### Power grid, run 1

Pins as bars on the die edge.
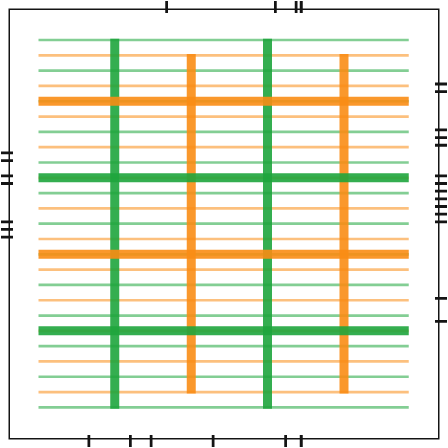
### Gate-type map, run 1

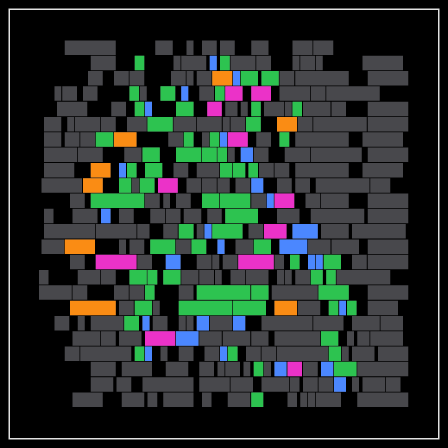
### Clock nets, run 1

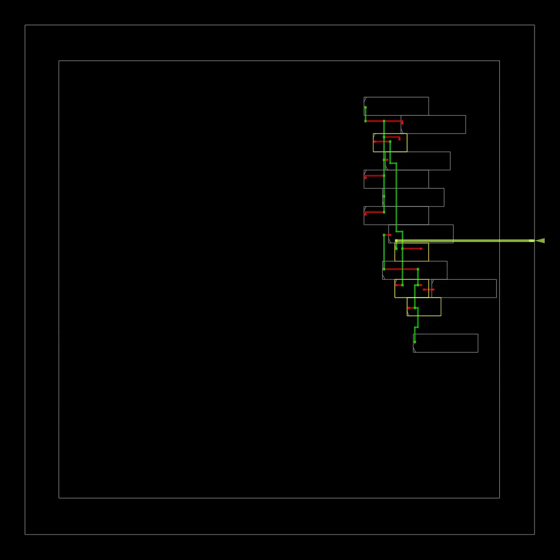
### A small window of the routed layout, run 1

Region (0, 26) to (50, 76) um. Cells in grey, sequential cells in the stronger grey; small squares are vias.
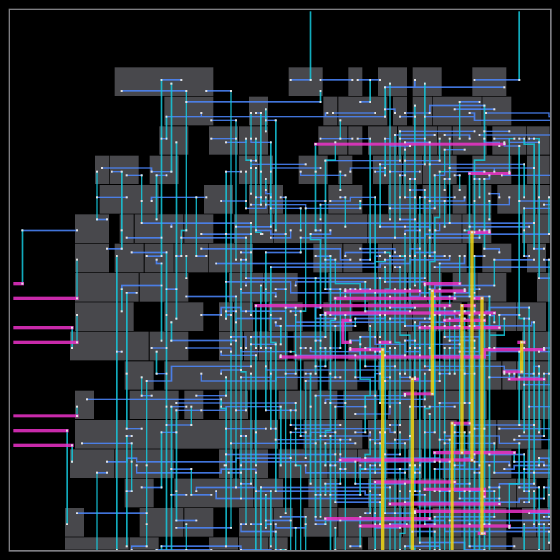
## src/rtl/alu.sv

```systemverilog
// 8-bit ALU for the accumulator CPU datapath: x/y combined under a 3-bit opcode,
// with result, zero and carry flags registered one cycle after the operands.
module alu (
    input  logic       clk_i,
    input  logic       rst_ni,
    input  logic [7:0] x_i,
    input  logic [7:0] y_i,
    input  logic [2:0] op_i,
    output logic [7:0] r_o,
    output logic       fz_o,
    output logic       fc_o
);

    typedef enum logic [2:0] {
        OP_ADD = 3'b000,
        OP_SUB = 3'b001,
        OP_AND = 3'b010,
        OP_OR  = 3'b011,
        OP_XOR = 3'b100,
        OP_NOT = 3'b101,
        OP_SHL = 3'b110,
        OP_SHR = 3'b111
    } op_e;

    logic [7:0] r_d, r_q;
    logic       fz_d, fz_q;
    logic       fc_d, fc_q;
    logic [8:0] sum;
    logic [8:0] diff;

    assign sum  = {1'b0, x_i} + {1'b0, y_i};
    // The ninth bit of the 9-bit difference is the borrow (set when x < y).
    assign diff = {1'b0, x_i} - {1'b0, y_i};

    always_comb begin
        r_d  = 8'h00;
        fc_d = 1'b0;
        case (op_e'(op_i))
            OP_ADD: begin r_d = sum[7:0];  fc_d = sum[8];  end
            OP_SUB: begin r_d = diff[7:0]; fc_d = diff[8]; end
            OP_AND: r_d = x_i & y_i;
            OP_OR:  r_d = x_i | y_i;
            OP_XOR: r_d = x_i ^ y_i;
            OP_NOT: r_d = ~x_i;
            OP_SHL: begin r_d = {x_i[6:0], 1'b0}; fc_d = x_i[7]; end
            OP_SHR: begin r_d = {1'b0, x_i[7:1]}; fc_d = x_i[0]; end
            default: begin r_d = 8'h00; fc_d = 1'b0; end
        endcase
        fz_d = (r_d == 8'h00);
    end

    always_ff @(posedge clk_i or negedge rst_ni) begin
        if (!rst_ni) begin
            r_q  <= 8'h00;
            fz_q <= 1'b0;
            fc_q <= 1'b0;
        end else begin
            r_q  <= r_d;
            fz_q <= fz_d;
            fc_q <= fc_d;
        end
    end

    assign r_o  = r_q;
    assign fz_o = fz_q;
    assign fc_o = fc_q;

endmodule

```

## config.mk

```make
export PLATFORM = sky130hd
export DESIGN_NAME = alu
export DESIGN_NICKNAME = d
export VERILOG_FILES = /design/src/rtl/alu.sv
export SDC_FILE = /design/constraint.sdc
export NUM_CORES = 1
export LEC_CHECK = 0
export CORE_MARGIN = 5
export CORE_UTILIZATION = 40
export DETAILED_ROUTE_END_ITERATION = 8
export PLACE_DENSITY_LB_ADDON = 0.12
export SLEW_MARGIN = 20
export SYNTH_ARGS = -nofsm -noshare
export SYNTH_HDL_FRONTEND = slang
export SYNTH_SLANG_ARGS = --single-unit
```

## constraint.sdc

```tcl
create_clock -name clk_i -period 0.8 [get_ports clk_i]
set_clock_uncertainty 0.1 [all_clocks]
set_input_delay 0.16 -clock clk_i [delete_from_list [all_inputs] [get_ports clk_i]]
set_output_delay 0.16 -clock clk_i [all_outputs]
set_load 0.05 [all_outputs]
```

==> impl_metrics.json, run 1 <==
{
  "grt_pass1_wl_um": 9680,
  "cts_tree": "built",
  "avgSynthCellArea_um2": 8.08,
  "fmax_ghz": 0.457,
  "layout_setup_ws_ps": -1390,
  "status": "finished, violations left",
  "fp_nets": 263,
  "grt_pass1_vias": 2082,
  "fp_util_pct": 40.6,
  "finalSetupTns_ps": -12360,
  "area_dominant_class": "combinational gates",
  "synth-edff-count": 0,
  "fill_cells": 300,
  "antenna_found_initial": 0,
  "finalSetupViolations": 20,
  "ys_cells": 216,
  "dieArea_um2": 5780,
  "p_int_mw": 2.28,
  "grt_setup_unrepaired": "true",
  "violations": "setup timing",
  "nClkBuffers": 4,
  "maxSlewViolCount": 0,
  "power_frac_comb_pct": 66.1,
  "buf_share_pct": 34.6,
  "vias": 2082,
  "leakage_nw": 1.49,
  "ys_area_um2": 1750
}
Notes on 'Power grid' above:
- green: VSS
- orange: VDD
- met5 straps: 4
- rows: 24
- met1 rails: 25
- signal pins: 31
core area: 4290 um^2
Die Wd: 76.1 um
VDD IR-drop max: 0.611 mV
Die Ht: 76.1 um

Notes on 'Gate-type map' above:
- orange: multiplexers (cells 8)
- green: inverting AOI/OAI gates (cells 61)
- magenta: AND-OR and OR-AND gates (cells 11)
- blue: NOR gates (cells 27)
dominant logic cell type in the layout: buf_4
Finished Layout Cells: 377
logic share of the area: 49.2%

Notes on 'Clock nets' above:
Sink Count: 10
CTS buffer count: 3
Seq cells: 10
clock-net power: 604 uW

Notes on 'A small window of the routed layout' above:
- cyan: met2
- blue: met1
- magenta: met3
- yellow: met4
- cells with their middle in the window: 168
- sequential cells in the window: 0
- most frequent: buf_4 (43), nand2_1 (12), nor2_1 (9)

==> run 1: path summary, 6_finish.rpt <==
| kind | from | end | cells after the start |
|---|---|---|---|
| max | x_i[0] | fz_o | 10 |
| min | rst_ni | fz_o | 2 |
| max in group asynchronous | rst_ni | r_o[1] | 2 |
| min in group clk_i | x_i[0] | r_o[0] | 5 |
==> run 1: kinds of logic after synthesis <==
group / share of synthesized area [%]
compound gates: 29.9
simple gates: 17.9
buf+inv: 11.2
fa+ha+maj: 19.5
flops: 14.3
mux: 5.73
xor+xnor: 1.51
==> run 1: what timing repair did <==
item                                    in CTS  in global routing
cloned                                       1                  0
pin swaps                                   28                 21
endpoints found under the setup margin      20                 20
gates resized                              105                 36
hold buffers                                 0                  0
setup buffers                                6                  6
==> run 1: metrics by stage <==
step	total power, mW	setup slack [ps]
floorplan	1.70	-1280
global placement	2.68	-2070
detailed placement	2.69	-2110
CTS	3.48	-1400
global route	3.87	-1500
finish	3.67	-1390
==> run 1: power groups by stage <==
stage	Clock [mW]	Combinational, mW	Sequential, mW
after floorplan	0	0.846	0.850
after global placement	0	2.04	0.645
after detailed placement	0	2.05	0.647
after CTS	0.619	2.22	0.639
after global routing	0.646	2.58	0.646
final	0.604	2.43	0.638
==> run 1: flip-flops by register name, summed over array words and instances (netlist names) <==
name and cells:
r_o 8, fc_o 1, fz_o 1
==> run 1: layer usage <==
metal	routed length, um	share of wire, %	up-vias	GRT usage (%)
met4	133	2.2	0	4.55
met5	0	0	-	0
met2	3120	52	86	34.9
met3	415	6.9	16	2.96
li1	-	-	1000	-
met1	2380	39	980	24.7
==> run 1: critical path: stages <==
cell	delay, ps
buf_12	110
buf_8	120
ha_4	160
fa_2	390
a31o_4	240
nand4_1	80
a32oi_1	120
a211o_2	320
a2111o_1	310
nor4_2	220
==> run 1 -> run 2 <==
--- a/config.mk
+++ b/config.mk
@@ -7,8 +7,9 @@
 export LEC_CHECK = 0
 export CORE_MARGIN = 5
 export CORE_UTILIZATION = 40
+export CTS_BUF_LIST = sky130_fd_sc_hd__clkbuf_16
 export DETAILED_ROUTE_END_ITERATION = 8
-export PLACE_DENSITY_LB_ADDON = 0.12
+export PLACE_DENSITY = 0.63
 export SLEW_MARGIN = 20
 export SYNTH_ARGS = -nofsm -noshare
 export SYNTH_HDL_FRONTEND = slang
### Gate-type map, run 2

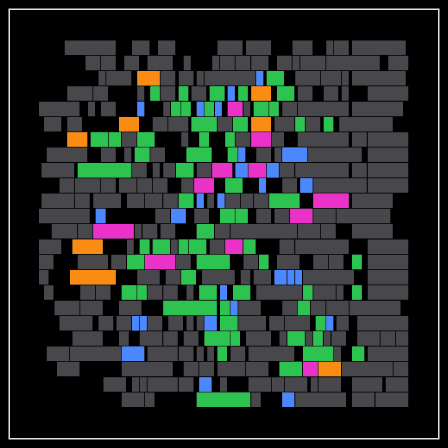
- blue: NOR gates (cells 27)
- green: inverting AOI/OAI gates (cells 61)
- magenta: AND-OR and OR-AND gates (cells 11; where middle)
- orange: multiplexers (cells 8)

### Clock nets, run 2

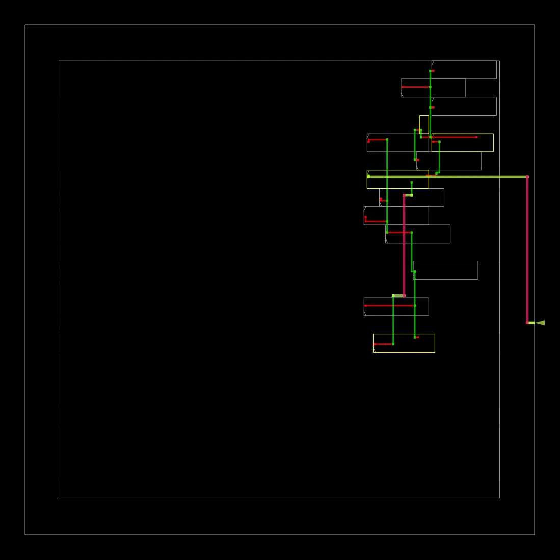
clk_buf instances: 3
clock-net power: 877 uW

==> run 2 against run 1 <==
The run still ends with setup timing left. Routed wire length is 4.7% higher. Combinational power hardly changed. Final cell count is 1.6% higher. Global-route usage is 2.3 points higher.
==> impl_metrics.json, run 2 <==
{
  "status": "finished, violations left",
  "violations": "setup timing",
  "maxSlewViolCount": 0,
  "die_h_um": 76.1,
  "core_um2": 4290,
  "cts_buffers": 3,
  "rows": 24,
  "final_cells": 383,
  "antenna_found_initial": 0,
  "max_stage_delay_ps": 530,
  "leakage_nw": 1.54,
  "dp_slack_ps": -2100,
  "power_frac_comb_pct": 61.5,
  "synth-edff-count": 0,
  "p_int_mw": 2.52,
  "crit_start": "x_i[0]",
  "dieArea_um2": 5780,
  "cp-start-kind": "primary input",
  "power_mw": 3.95,
  "crit_family": "simple AND/OR/NAND/NOR gates",
  "layout_setup_ws_ps": -1370,
  "lay_top_count": "buf_4",
  "grt_setup_unrepaired": "true",
  "cp_num_cells": 11,
  "ys_area_um2": 1750,
  "layout-drive-gt1-share_pct": 59.8,
  "wirelength_um": 6340,
  "cts_hold_buf": 0,
  "crit_end": "fz_o",
  "worstPathCellList": "buf_12 > inv_12 > ha_4 > inv_2 > fa_2 > nor2_2 > a2111oi_2 > a221oi_1 > nor2_1 > or4_4 > nor4_2",
  "crit_slowest_cell": "or4_4",
  "whs_ps": 179,
  "avgSynthCellArea_um2": 8.08,
  "mostFrequentLayoutCells": "74 x buf_4, 18 x buf_6, 16 x nor2_1, 16 x nand2_1, 14 x buf_12",
  "finalSetupTns_ps": -12820,
  "cts_tree": "built",
  "clock_sinks": 10,
  "ys_cells": 216,
  "grt_pass1_vias": 2171,
  "fp_nets": 263,
  "hpwl_um": 4550,
  "top_cells_by_area": "ha_1 17%, dfrtp_1 14%, a21oi_1 5.4%",
  "die_w_um": 76.1,
  "cp.arrival_ps": 2210,
  "fmax_ghz": 0.461,
  "fp_util_pct": 40.6,
  "finalSetupViolations": 20,
  "ir_worst_vdd_mv": 0.723,
  "largest_reg_flops": 8
}
### Cells coloured by class, run 2

Scale bar: 20 um. Fill, decap, tap and diode cells in grey.
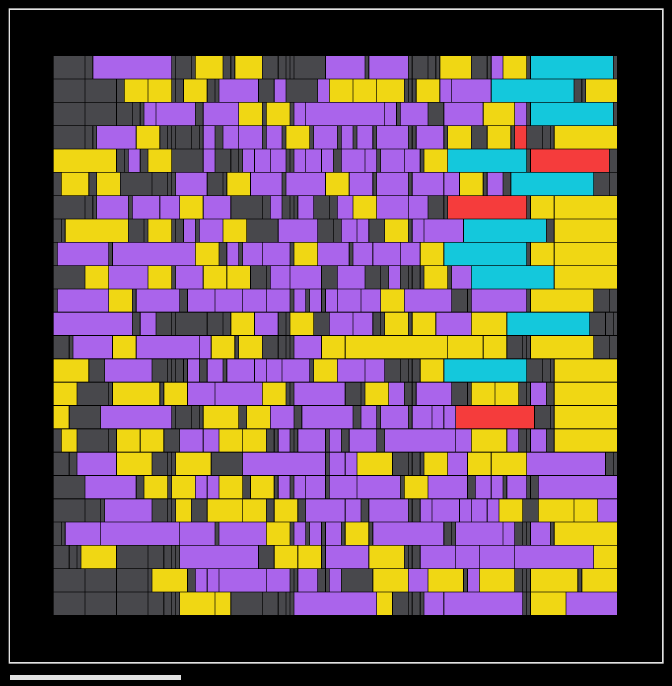
- red: clock drivers and dummy loads (cells 4)
- purple: all other logic (cells 194)
- cyan: flops (cells 10)
- yellow: other buffers and delay cells (cells 123)

## run 2: what timing repair did
action	in CTS	in global routing
resized	115	15
endpoints found under the setup margin	20	20
pin swaps	32	22
setup buffers	14	4
cloned	1	0
endpoints found under the hold margin	0	0
## run 2: metal layers
layer / share of wire, % / track usage, % / wire length (um) / vias to the layer above
li1: - / - / - / 1012
met1: 40 / 27.6 / 2560 / 988
met2: 51 / 38.2 / 3230 / 80
met3: 6.7 / 2.84 / 424 / 14
met4: 2.0 / 7.52 / 126 / 0
met5: 0 / 0 / 0 / -
## run 2: cell type report
class	count	area, um^2	area share [%]
tap	52	65.1	1.94
sequential	10	262	7.78
clock buffer	3	75.1	2.23
multi-input combinational	170	1590	47.3
clock inverter	1	3.75	0.112
timing repair buffer	123	1210	36.1
inverter	24	153	4.54
## run 2: worst min-delay path by stage
stage	slack (ps)	to	start
CTS	150	r_o[0]	rst_ni
finish	180	r_o[2]	rst_ni
detailed placement	400	r_o[0]	rst_ni
global route	210	r_o[3]	rst_ni
global placement	390	r_o[3]	rst_ni
floorplan	-240	fc_o	rst_ni
## run 2: power by group through the flow
stage	sequential (mW)	clock [mW]	combinational (mW)
2_1_floorplan	0.850	0	0.846
5_1_grt	0.654	0.903	2.59
3_3_place_gp	0.645	0	2.03
6_report	0.646	0.877	2.43
3_5_place_dp	0.651	0	2.05
4_1_cts	0.648	0.888	2.31
## run 2: cells by family after synthesis
family	after synthesis	share of synthesized area (%)
AOI/OAI and AO/OA	72	29.9
and+or+nand+nor	61	17.9
buffers and inverters	36	11.2
adders and majority gates	26	19.5
DFF	10	14.3
muxes	8	5.73
xor gates and xnor gates	3	1.51
### Power grid, run 2

Pins as bars on the die edge.
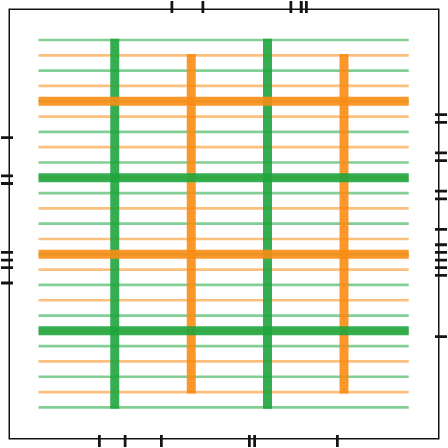

==> run 2 -> run 3 <==
--- a/config.mk
+++ b/config.mk
@@ -10,7 +10,7 @@
 export CTS_BUF_LIST = sky130_fd_sc_hd__clkbuf_16
 export DETAILED_ROUTE_END_ITERATION = 8
 export PLACE_DENSITY = 0.63
-export SLEW_MARGIN = 20
+export RECOVER_POWER = 100
 export SYNTH_ARGS = -nofsm -noshare
 export SYNTH_HDL_FRONTEND = slang
 export SYNTH_SLANG_ARGS = --single-unit
==> constraint.sdc (replaced) <==
create_clock -name clk_i -period 2 [get_ports clk_i]
set_clock_uncertainty 0.1 [all_clocks]
set_input_delay 0.4 -clock clk_i [delete_from_list [all_inputs] [get_ports clk_i]]
set_output_delay 0.4 -clock clk_i [all_outputs]
set_load 0.05 [all_outputs]
### Power grid, run 3

Pins as bars on the die edge.
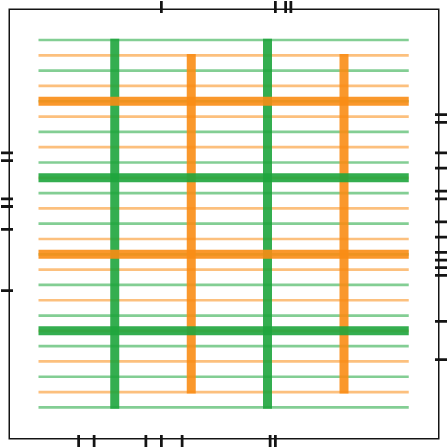
- orange: VDD
- green: VSS
- met5 straps: 4
- rows: 24
- signal pins: 31
- met1 rails: 25
- met4 straps: 4
VDD IR-drop max: 0.327 mV

### A small window of the routed layout, run 3

Region (0, 26) to (50, 76) um. Cells in grey, sequential cells in the stronger grey; small squares are vias.
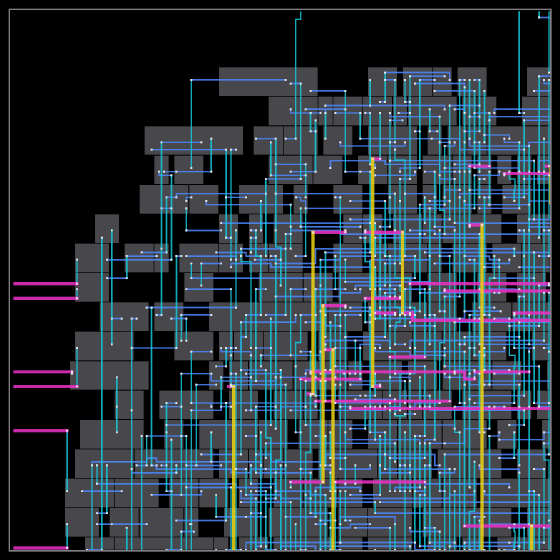
- cyan: met2
- blue: met1
- magenta: met3
- yellow: met4
- sequential cells in the window: 0
- most frequent: buf_4 (48), a21oi_1 (11)
- cells with their middle in the window: 168

==> run 3 against run 2 <==
The flow still finishes with violations (setup timing). First-iteration DRC count down 26%. Area after synthesis is the same. Routed wire length grew 0.58%. Flip-flop count unchanged. Worst hold slack better by 260 ps. Setup slack improved by 1000 ps. Design area shrank 1.7%. Die area unchanged. Total power is 62% lower. Critical path depth shrank 2. Largest power group unchanged.
==> impl_metrics.json, run 3 <==
{
  "crit_end": "fz_o",
  "layout-drive-gt1-share_pct": 54.3,
  "synth-edff-count": 0,
  "max_stage_delay_ps": 420,
  "maxSlewViolCount": 0,
  "status": "finished, violations left",
  "cp_num_buf_inv": 1,
  "clock_sinks": 10,
  "finalSetupViolations": 6,
  "avgSynthCellArea_um2": 8.08,
  "cp.arrival_ps": 2400,
  "cts_buffers": 3,
  "ys_area_um2": 1750,
  "die_h_um": 76.1,
  "cp_num_cells": 9,
  "layout_setup_ws_ps": -362,
  "leakage_nw": 1.53,
  "violations": "setup timing",
  "cts_hold_buf": 0,
  "worstPathCellList": "buf_12 > ha_1 > fa_2 > a31o_2 > nand4_1 > a32oi_1 > a211o_2 > a2111o_1 > nor4_2",
  "mostFrequentLayoutCells": "85 x buf_4, 16 x nor2_1, 16 x nand2_1, 16 x buf_6, 15 x a21oi_1",
  "lay_top_count": "buf_4",
  "fill_cells": 301,
  "cp-start-kind": "primary input",
  "dp_slack_ps": -1140,
  "crit_slowest_cell": "fa_2",
  "power_mw": 1.50,
  "vias": 2164
}
### Cells coloured by class, run 3

Scale bar: 20 um. Fill, decap, tap and diode cells in grey.
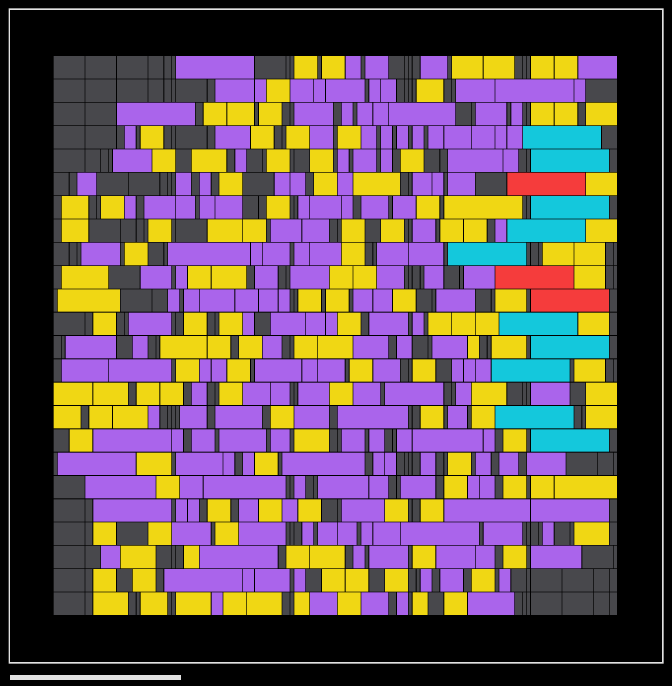
- yellow: other buffers and delay cells (cells 132)
- purple: all other logic (cells 194)
- cyan: flops (cells 10)
- red: cells driving clock nets (cells 3)

==> run 3: cell counts after synthesis <==
No cell type changed its count.
==> run 3: layer usage <==
layer	vias up	track usage, %	part of all wire, %
met4	0	6.12	2.6
li1	1031	-	-
met3	20	2.60	6.2
met5	-	0	0
met2	81	37.5	52
met1	1032	25.2	40
==> run 3: cell families after synthesis <==
logic type | share of synthesized area (%)
AND-OR/OR-AND | 29.9
XOR/XNOR | 1.51
adder cells (fa/ha/maj) | 19.5
buffers and inverters | 11.2
flip-flops | 14.3
multiplexers | 5.73
AND/OR/NAND/NOR | 17.9
==> run 3: layout make-up <==
type | count | area, um^2 | share of cell area [%]
flip-flops and latches | 10 | 250 | 7.58
inverters | 24 | 123 | 3.71
multi-input cells | 170 | 1640 | 49.7
repair buffers | 132 | 1150 | 34.8
clock buffers | 3 | 75.1 | 2.27
well taps | 52 | 65.1 | 1.97
==> run 3: power by group <==
part	internal, mW	leakage (nW)	switching, mW
Sequential	0.229	0.122	0.00509
Combinational	0.461	1.37	0.472
Clock	0.258	0.0370	0.0752
==> run 3: timing repair <==
action,CTS,global route
pin swaps,29,31
setup buffers,15,8
setup endpoints to repair,9,8
cloned,0,1
resized,94,54
==> run 3: stage by stage <==
step           utilization, %  hold WS (ps)  area [um^2]
2_1_floorplan               -          4.41         1830
3_3_place_gp             63.1           617         2710
3_5_place_dp             63.1           629         2710
4_1_cts                  71.6           390         3070
5_1_grt                  76.9           502         3300
6_report                 76.9           443         3300
==> run 3: worst min path at each step <==
stage / endpoint / slack (ps) / cells after the start
6_report: r_o[3] / 440 / 1
5_1_grt: r_o[3] / 500 / 1
4_1_cts: r_o[3] / 390 / 1
3_5_place_dp: r_o[4] / 630 / 1
3_3_place_gp: r_o[1] / 620 / 1
2_1_floorplan: fc_o / 4 / 0
Power is estimated from default activity; no workload was simulated.
